Fig. 1: run 1, clock nets
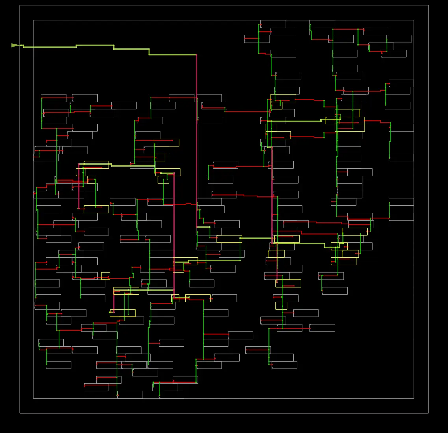
Fig. 2: run 1, gate families picked out
(2 px per µm)
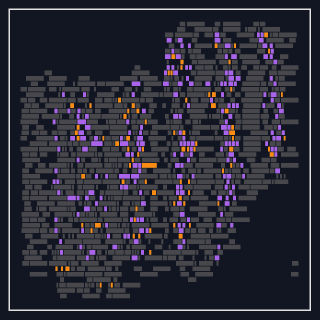
Fig. 3: run 1, clock network drawn from the DEF
(2 px per µm)
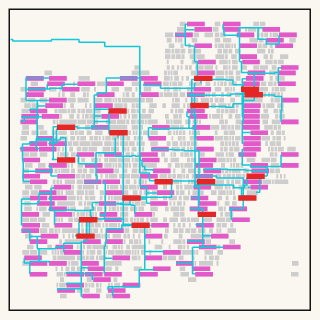
**src/rtl/sigma_delta_dac.sv**
```systemverilog
// sigma_delta_dac: PCM to 1-bit PDM converter running at the bit clock (BCLK).
// One unsigned offset-binary sample is pulled every BOSR clocks through a
// valid/ready holding register. The sample is interpolated by BOSR with a
// STGS-stage CIC interpolator and then drives a first-order sigma-delta
// modulator. An external RC low-pass on pdm_out reconstructs the analog signal.
//
// Ports:
//   clk       bit clock (BCLK = sample clock * BOSR)
//   rst_n     asynchronous active-low reset
//   dac_input PCM sample, unsigned offset binary (mid-scale = 2^(DWDTH-1))
//   dac_valid dac_input valid
//   dac_ready holding register empty, a sample can be accepted
//   pdm_out   registered 1-bit PDM stream
//   underrun  one-cycle pulse when a consume strobe finds the holding register empty
module sigma_delta_dac #(
    parameter int BOSR  = 256,
    parameter int STGS  = 2,
    parameter int DWDTH = 16
) (
    input  logic             clk,
    input  logic             rst_n,
    input  logic [DWDTH-1:0] dac_input,
    input  logic             dac_valid,
    output logic             dac_ready,
    output logic             pdm_out,
    output logic             underrun
);

    localparam int LB = $clog2(BOSR);
    localparam int IW = DWDTH + STGS * LB;
    localparam int SH = (STGS - 1) * LB;

    logic [LB-1:0]          ph;
    logic                   strobe;
    logic                   accept;
    logic [DWDTH-1:0]       hold_q;
    logic                   hold_full;
    logic [DWDTH-1:0]       cur;
    logic [DWDTH-1:0]       s;
    logic                   st_d;
    logic                   upd;
    logic signed [IW-1:0]   comb_x   [STGS+1];
    logic signed [IW-1:0]   comb_dly [STGS];
    logic signed [IW-1:0]   comb_q;
    logic signed [IW-1:0]   int_in;
    logic signed [IW-1:0]   integ    [STGS];
    logic signed [IW-1:0]   int_sh;
    logic [DWDTH-1:0]       y;
    logic [DWDTH-1:0]       u;
    logic [DWDTH:0]         acc;

    assign strobe    = (ph == LB'(BOSR - 1));
    assign dac_ready = !hold_full;
    assign accept    = dac_valid && dac_ready;
    // Combinational so the pulse lines up with the strobe cycle itself; ph is
    // cleared by reset, so this is also 0 while reset is held.
    assign underrun  = strobe && !hold_full;

    // Phase counter and sample handshake.
    always_ff @(posedge clk or negedge rst_n) begin
        if (!rst_n) begin
            ph        <= '0;
            hold_q    <= '0;
            hold_full <= 1'b0;
            cur       <= '0;
        end else begin
            ph <= ph + LB'(1);
            if (accept) begin
                hold_q <= dac_input;
            end
            // hold_full = 1 blocks accept, so consume and accept never collide.
            if (strobe && hold_full) begin
                cur       <= hold_q;
                hold_full <= 1'b0;
            end else if (accept) begin
                hold_full <= 1'b1;
            end
        end
    end

    // Offset binary to two's complement, then the comb differentiators.
    assign s = {~cur[DWDTH-1], cur[DWDTH-2:0]};

    always_comb begin
        comb_x[0] = {{(IW - DWDTH){s[DWDTH-1]}}, s};
        for (int unsigned i = 0; i < STGS; i++) begin
            comb_x[i+1] = comb_x[i] - comb_dly[i];
        end
    end

    // Zero-stuffing upsampler: the comb result enters the integrators for one cycle.
    assign int_in = upd ? comb_q : '0;

    always_ff @(posedge clk or negedge rst_n) begin
        if (!rst_n) begin
            st_d   <= 1'b0;
            upd    <= 1'b0;
            comb_q <= '0;
            for (int unsigned i = 0; i < STGS; i++) begin
                comb_dly[i] <= '0;
                integ[i]    <= '0;
            end
        end else begin
            st_d <= strobe;
            upd  <= st_d;
            if (st_d) begin
                comb_q <= comb_x[STGS];
                for (int unsigned i = 0; i < STGS; i++) begin
                    comb_dly[i] <= comb_x[i];
                end
            end
            // Wrap-around arithmetic is intentional: CIC integrators rely on it.
            integ[0] <= integ[0] + int_in;
            for (int unsigned i = 1; i < STGS; i++) begin
                integ[i] <= integ[i] + integ[i-1];
            end
        end
    end

    // Remove the BOSR^(STGS-1) DC gain and return to offset binary.
    assign int_sh = integ[STGS-1] >>> SH;
    assign y      = int_sh[DWDTH-1:0];
    assign u      = {~y[DWDTH-1], y[DWDTH-2:0]};

    // First-order modulator: the carry out of the accumulator is the PDM bit.
    always_ff @(posedge clk or negedge rst_n) begin
        if (!rst_n) begin
            acc     <= '0;
            pdm_out <= 1'b0;
        end else begin
            acc     <= {1'b0, acc[DWDTH-1:0]} + {1'b0, u};
            pdm_out <= acc[DWDTH];
        end
    end

endmodule

```
**config.mk**
```make
export PLATFORM = sky130hd
export DESIGN_NAME = sigma_delta_dac
export DESIGN_NICKNAME = d
export VERILOG_FILES = /design/src/rtl/sigma_delta_dac.sv
export SDC_FILE = /design/constraint.sdc
export NUM_CORES = 1
export LEC_CHECK = 0
export CAP_MARGIN = 10
export CORE_MARGIN = 5
export CORE_UTILIZATION = 50
export CTS_CLUSTER_SIZE = 40
export DETAILED_ROUTE_END_ITERATION = 12
export GPL_TIMING_DRIVEN = 0
export PLACE_DENSITY = 0.78
export SYNTH_ARGS = -nofsm -noshare
export SYNTH_HDL_FRONTEND = slang
export SYNTH_SLANG_ARGS = --single-unit
```
**constraint.sdc**
```tcl
create_clock -name clk -period 3.5 [get_ports clk]
set_input_delay 0.35 -clock clk [delete_from_list [all_inputs] [get_ports clk]]
set_output_delay 0.35 -clock clk [all_outputs]
set_load 0.01 [all_outputs]
```
==> flow_metrics.py, run 1 <==
# Physical implementation metrics
metrics = {
    "status": {
        "status": "finished with violations",
        "violations_in_the_final_reports": "negative setup slack",
    },
    "yosys": {
        "syn_area_mm2": 0.00977,
        "synth_warnings": 0,
        "synthDistinctLibCells": 56,
        "postSynthSeqShare_pct": 41.0,
        "synth-cells-yosys": 980,
        "ys.flops": 160,
    },
    "layout": {
        "antennaDiodeCount": 0,
        "top_regs": "comb_dly x33, integ x32, comb_q x18",
        "final_net_count": 1166,
        "largest_register_ffs": 33,
        "final_layout_top_logic_cells": "160 x sky130_fd_sc_hd__dfrtp_1, 86 x sky130_fd_sc_hd__ha_1, 70 x sky130_fd_sc_hd__a21oi_1",
        "syn_to_final_growth_pct": 17.0,
        "finish.utilization_pct": 59.1,
        "layout.cell_area.non_filler_mm2": 0.0114,
    },
    "power_and_ir_drop": {
        "power.combinational.fraction_pct": 2.0,
        "power_dissipated_in_sequential_cells_mw": 1.88,
        "p_comb_uw": 78.6,
        "leakagePower_nw": 5.55,
    },
    "worst_setup_path": {
        "crit_reg_reg_startpoint": "cur[4]",
        "reg2reg_slack_ns": -0.20,
        "setup.worst_path.end_class": "flip-flop",
        "cpPeakStageDelay_ns": 0.42,
        "crit_cells": 15,
        "r2r_end": "comb_q[16]",
        "worst_ep_required_ns": 3.82,
        "cp_top_family": "AND-OR/OR-AND gates",
        "timing.critical_path.arrival_ns": 4.02,
    },
    "floorplanning": {
        "die-area_mm2": 0.0224,
        "die_w_um": 150,
        "fp.dieH_um": 150,
        "io-pin-count": 22,
        "coreArea_mm2": 0.0193,
        "initial_utilization_pct": 50.5,
        "row_count": 51,
    },
    "global_routing": {
        "met1_usage_pct": 22.0,
        "number_of_global_route_vias_before_repair": 7360,
        "gr-total-overflow": 0,
        "antenna_found_initial": 0,
        "grt_start_max_net_pins": 98,
        "grt_use_met2_pct": 33.2,
    },
    "final_timing": {
        "setup-violations-final": 4,
        "maxSlewViolCount": 0,
        "setup_repair_after_global_routing_missed_its_margin": "true",
        "setup_slack_ns": -0.200,
        "slew-limit-headroom_pct": 47.7,
        "worst-slew-pin-transition_ns": 0.774,
    },
    "routing": {
        "dr_wl_met3_um": 569,
        "drtAntennaViolNets": 0,
        "detail_route.iter0.violations": 360,
        "route.met2.wl_mm": 10.5,
    },
    "cts": {
        "ctsResizeCount": 28,
        "cts_setup_buffers": 19,
        "clock_input_transition_at_the_sequential_cells_of_the_worst_setup_and_hold_paths_ns": 0.08,
        "cts_tree": "yes",
    },
    "worst_hold_path": {
        "hold_path.startpoint": "acc[16]",
    },
    "flow_run": {
        "cap_violations": 0,
    },
    "placement": {
        "pre_cts_ws_ns": -0.336,
    },
}
Back to the opening pictures, Fig. 1:
number of clock buffers inserted by TritonCTS: 17
clock latency at the later pin of the worst-skew pair: 0.44 ns
sink count of the clock tree: 160

Back to the opening pictures, Fig. 2:
| color | family | cells |
|---|---|---|
| orange | NOR gates | 80 |
| purple | inverting AOI/OAI gates | 206 |
most frequent logic cell in the layout: sky130_fd_sc_hd__dfrtp_1
share of cell area taken by multi-input logic gates: 50.0%
number of cells in the finished layout apart from fillers: 1324

Back to the opening pictures, Fig. 3:
[cyan] clock wires | length: 2050 µm
[magenta] flip-flops | count: 160
[red] cells driving clock nets | count: 17
flops lie: spread over the die
Final Skew: 0.0132 ns
Clk network pwr share: 49.5%
power of the clock network: 1.92 mW

==> run 1: kinds of logic after synthesis <==
family / count (synthesis) / share of synthesized area [%]
multiplexers: 52 / 5.94
AND/OR/NAND/NOR: 218 / 10.6
AND-OR/OR-AND: 272 / 17.8
adder cells (fa/ha/maj): 101 / 13.3
flip-flops: 160 / 41.0
XOR/XNOR: 88 / 7.89
buffers and inverters: 89 / 3.43
==> run 1: final cells by class <==
type	instances	area, µm²	share of cell area, %
inverters	66	248	2.17
plain buffers	22	83.8	0.733
well taps	265	332	2.90
clock buffers	17	425	3.72
repair buffers	48	440	3.85
multi-input cells	731	5710	50.0
flip-flops and latches	160	4000	35.0
clock inverters	15	188	1.64
Fig. 4: run 1, signal wires by layer
(3 px per µm)
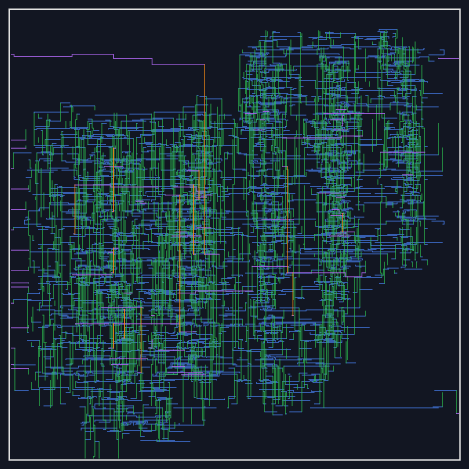

==> run 1 -> run 2 <==
--- a/config.mk
+++ b/config.mk
@@ -8,10 +8,11 @@
 export CAP_MARGIN = 10
 export CORE_MARGIN = 5
 export CORE_UTILIZATION = 50
-export CTS_CLUSTER_SIZE = 40
+export CTS_CLUSTER_SIZE = 24
 export DETAILED_ROUTE_END_ITERATION = 12
-export GPL_TIMING_DRIVEN = 0
+export GPL_TIMING_DRIVEN = 1
 export PLACE_DENSITY = 0.78
+export SLEW_MARGIN = 0
 export SYNTH_ARGS = -nofsm -noshare
 export SYNTH_HDL_FRONTEND = slang
 export SYNTH_SLANG_ARGS = --single-unit
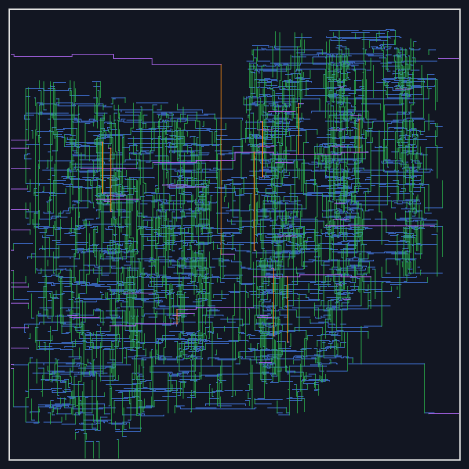
Fig. 5. Signal wires by layer (run 2).
(3 px per µm)
| color | layer | wire length |
|---|---|---|
| orange | met4 | 229 µm |
| blue | met1 | 8320 µm |
| purple | met3 | 535 µm |
| green | met2 | 9430 µm |
wire length reported by the detailed router: 18.5 mm
drt wl/cell: 13.9 µm
count of vias placed by the detailed router: 7226
total global routing track utilization: 17.6%

==> flow_metrics.py, run 2 <==
# Physical implementation metrics
metrics = {
    "layout": {
        "flop_area_mm2": 0.00401,
        "inverters": 66,
        "layout.cell_area.non_filler_mm2": 0.0115,
        "clockBufferCount": 17,
        "sh_seq_area_pct": 34.7,
        "syn_to_final_growth_pct": 18.2,
        "area_dominant_class": "logic gates",
        "most_frequent_logic_cell_in_the_layout": "sky130_fd_sc_hd__dfrtp_1",
        "top_regs": "comb_dly x33, integ x32, comb_q x18",
        "largest_register_ffs": 33,
        "bufAreaShareNonClock_pct": 5.61,
        "finish.utilization_pct": 59.7,
        "logic_gate_count": 731,
        "layout.cells.non_filler": 1330,
        "antennaDiodeCount": 0,
        "nNonClkBuffers": 76,
        "sh_comb_area_pct": 49.1,
        "sequential_cell_total": 160,
        "final_layout_top_logic_cells": "159 x sky130_fd_sc_hd__dfrtp_1, 90 x sky130_fd_sc_hd__ha_1, 70 x sky130_fd_sc_hd__a21oi_1",
        "clock_area_share_pct": 5.59,
        "multiInputGateArea_mm2": 0.00567,
        "final_net_count": 1172,
    },
    "yosys": {
        "mux_area_share_pct": 5.94,
        "synth_async_sr_flop_share_pct": 100,
        "synth-cells-yosys": 980,
        "synthDistinctLibCells": 56,
        "synth-simple-area-share_pct": 10.6,
        "yosys.area_share.aoi_pct": 17.8,
        "syn_area_mm2": 0.00977,
        "synth_warnings": 0,
        "dominant_comb_cell": "AND-OR/OR-AND gates",
    },
    "power_and_ir_drop": {
        "leakagePower_nw": 5.65,
    },
    "cts": {
        "ctsResizeCount": 18,
        "number_of_clock_buffers_inserted_by_tritoncts": 17,
        "cts_tree": "yes",
        "clock_sinks": 160,
        "clock_latency_at_the_later_pin_of_the_worst_skew_pair_ns": 0.43,
    },
    "placement": {
        "pre_cts_ws_ns": -0.150,
    },
    "final_timing": {
        "worst-slew-pin-transition_ns": 0.901,
        "slew-limit-headroom_pct": 39.9,
        "setup-violations-final": 1,
        "skew_ns": 0.0126,
        "setup_repair_after_global_routing_missed_its_margin": "true",
        "setup_slack_ns": -0.0407,
    },
    "global_routing": {
        "met1_usage_pct": 21.4,
        "grt_use_met2_pct": 31.9,
        "antenna_found_initial": 0,
        "number_of_global_route_vias_before_repair": 7324,
        "gr-total-overflow": 0,
    },
    "floorplanning": {
        "n_tap_cell": 265,
        "die-area_mm2": 0.0224,
        "io-pin-count": 22,
        "initial_utilization_pct": 50.5,
        "row_count": 51,
    },
    "flow_run": {
        "log.warning_count": 30,
        "cap_violations": 0,
    },
    "worst_setup_path": {
        "timing.critical_path.arrival_ns": 3.86,
        "worst_ep_required_ns": 3.82,
        "cpPeakStageDelay_ns": 0.40,
        "cp_top_family": "AND-OR/OR-AND gates",
    },
    "status": {
        "violations_in_the_final_reports": "negative setup slack",
        "status": "finished with violations",
    },
    "routing": {
        "detail_route.iter0.violations": 300,
        "route.met2.wl_mm": 9.43,
        "dr_wl_met3_um": 534,
        "drtAntennaViolNets": 0,
    },
}
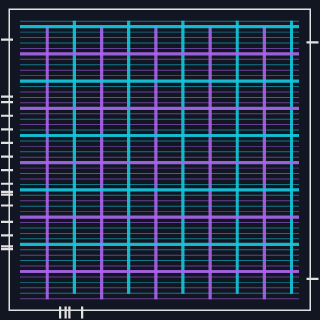
Fig. 6. Power grid (run 2).
(2 px per µm) Pins as bars on the die edge.
| color | net |
|---|---|
| cyan | VDD |
| purple | VSS |
met1 rails: 52
met5 straps: 10
rows: 51
met4 straps: 10
signal pins: 22
CORE AREA: 0.0193 mm²
die boundary width: 150 µm
DIE HEIGHT: 150 µm
IR drop worst, VDD: 324 µV

run 2: cell counts after synthesis:
Identical to the previous run, type by type.
run 2: worst paths after layout:
kind / start / endpoint / slack, ns / cells past startpoint
worst max register to register: comb_dly[33] / comb_q[16] / -0.04 / 16
worst min register to register: acc[16] / pdm_out / 0.35 / 0
min in group clk: acc[16] / pdm_out / 0.35 / 0
worst max-delay path: comb_dly[33] / comb_q[16] / -0.04 / 16
max in group asynchronous: rst_n / integ[55] / 2.66 / 2
worst min-delay path: rst_n / integ[3] / 0.02 / 1
run 2: report_power, final:
group | switching, mW | internal (mW)
sequential | 0.0103 | 1.87
combinational | 0.0414 | 0.0360
clock | 0.882 | 1.11
Power figures rest on the tool's default switching activity, not on a simulated workload.
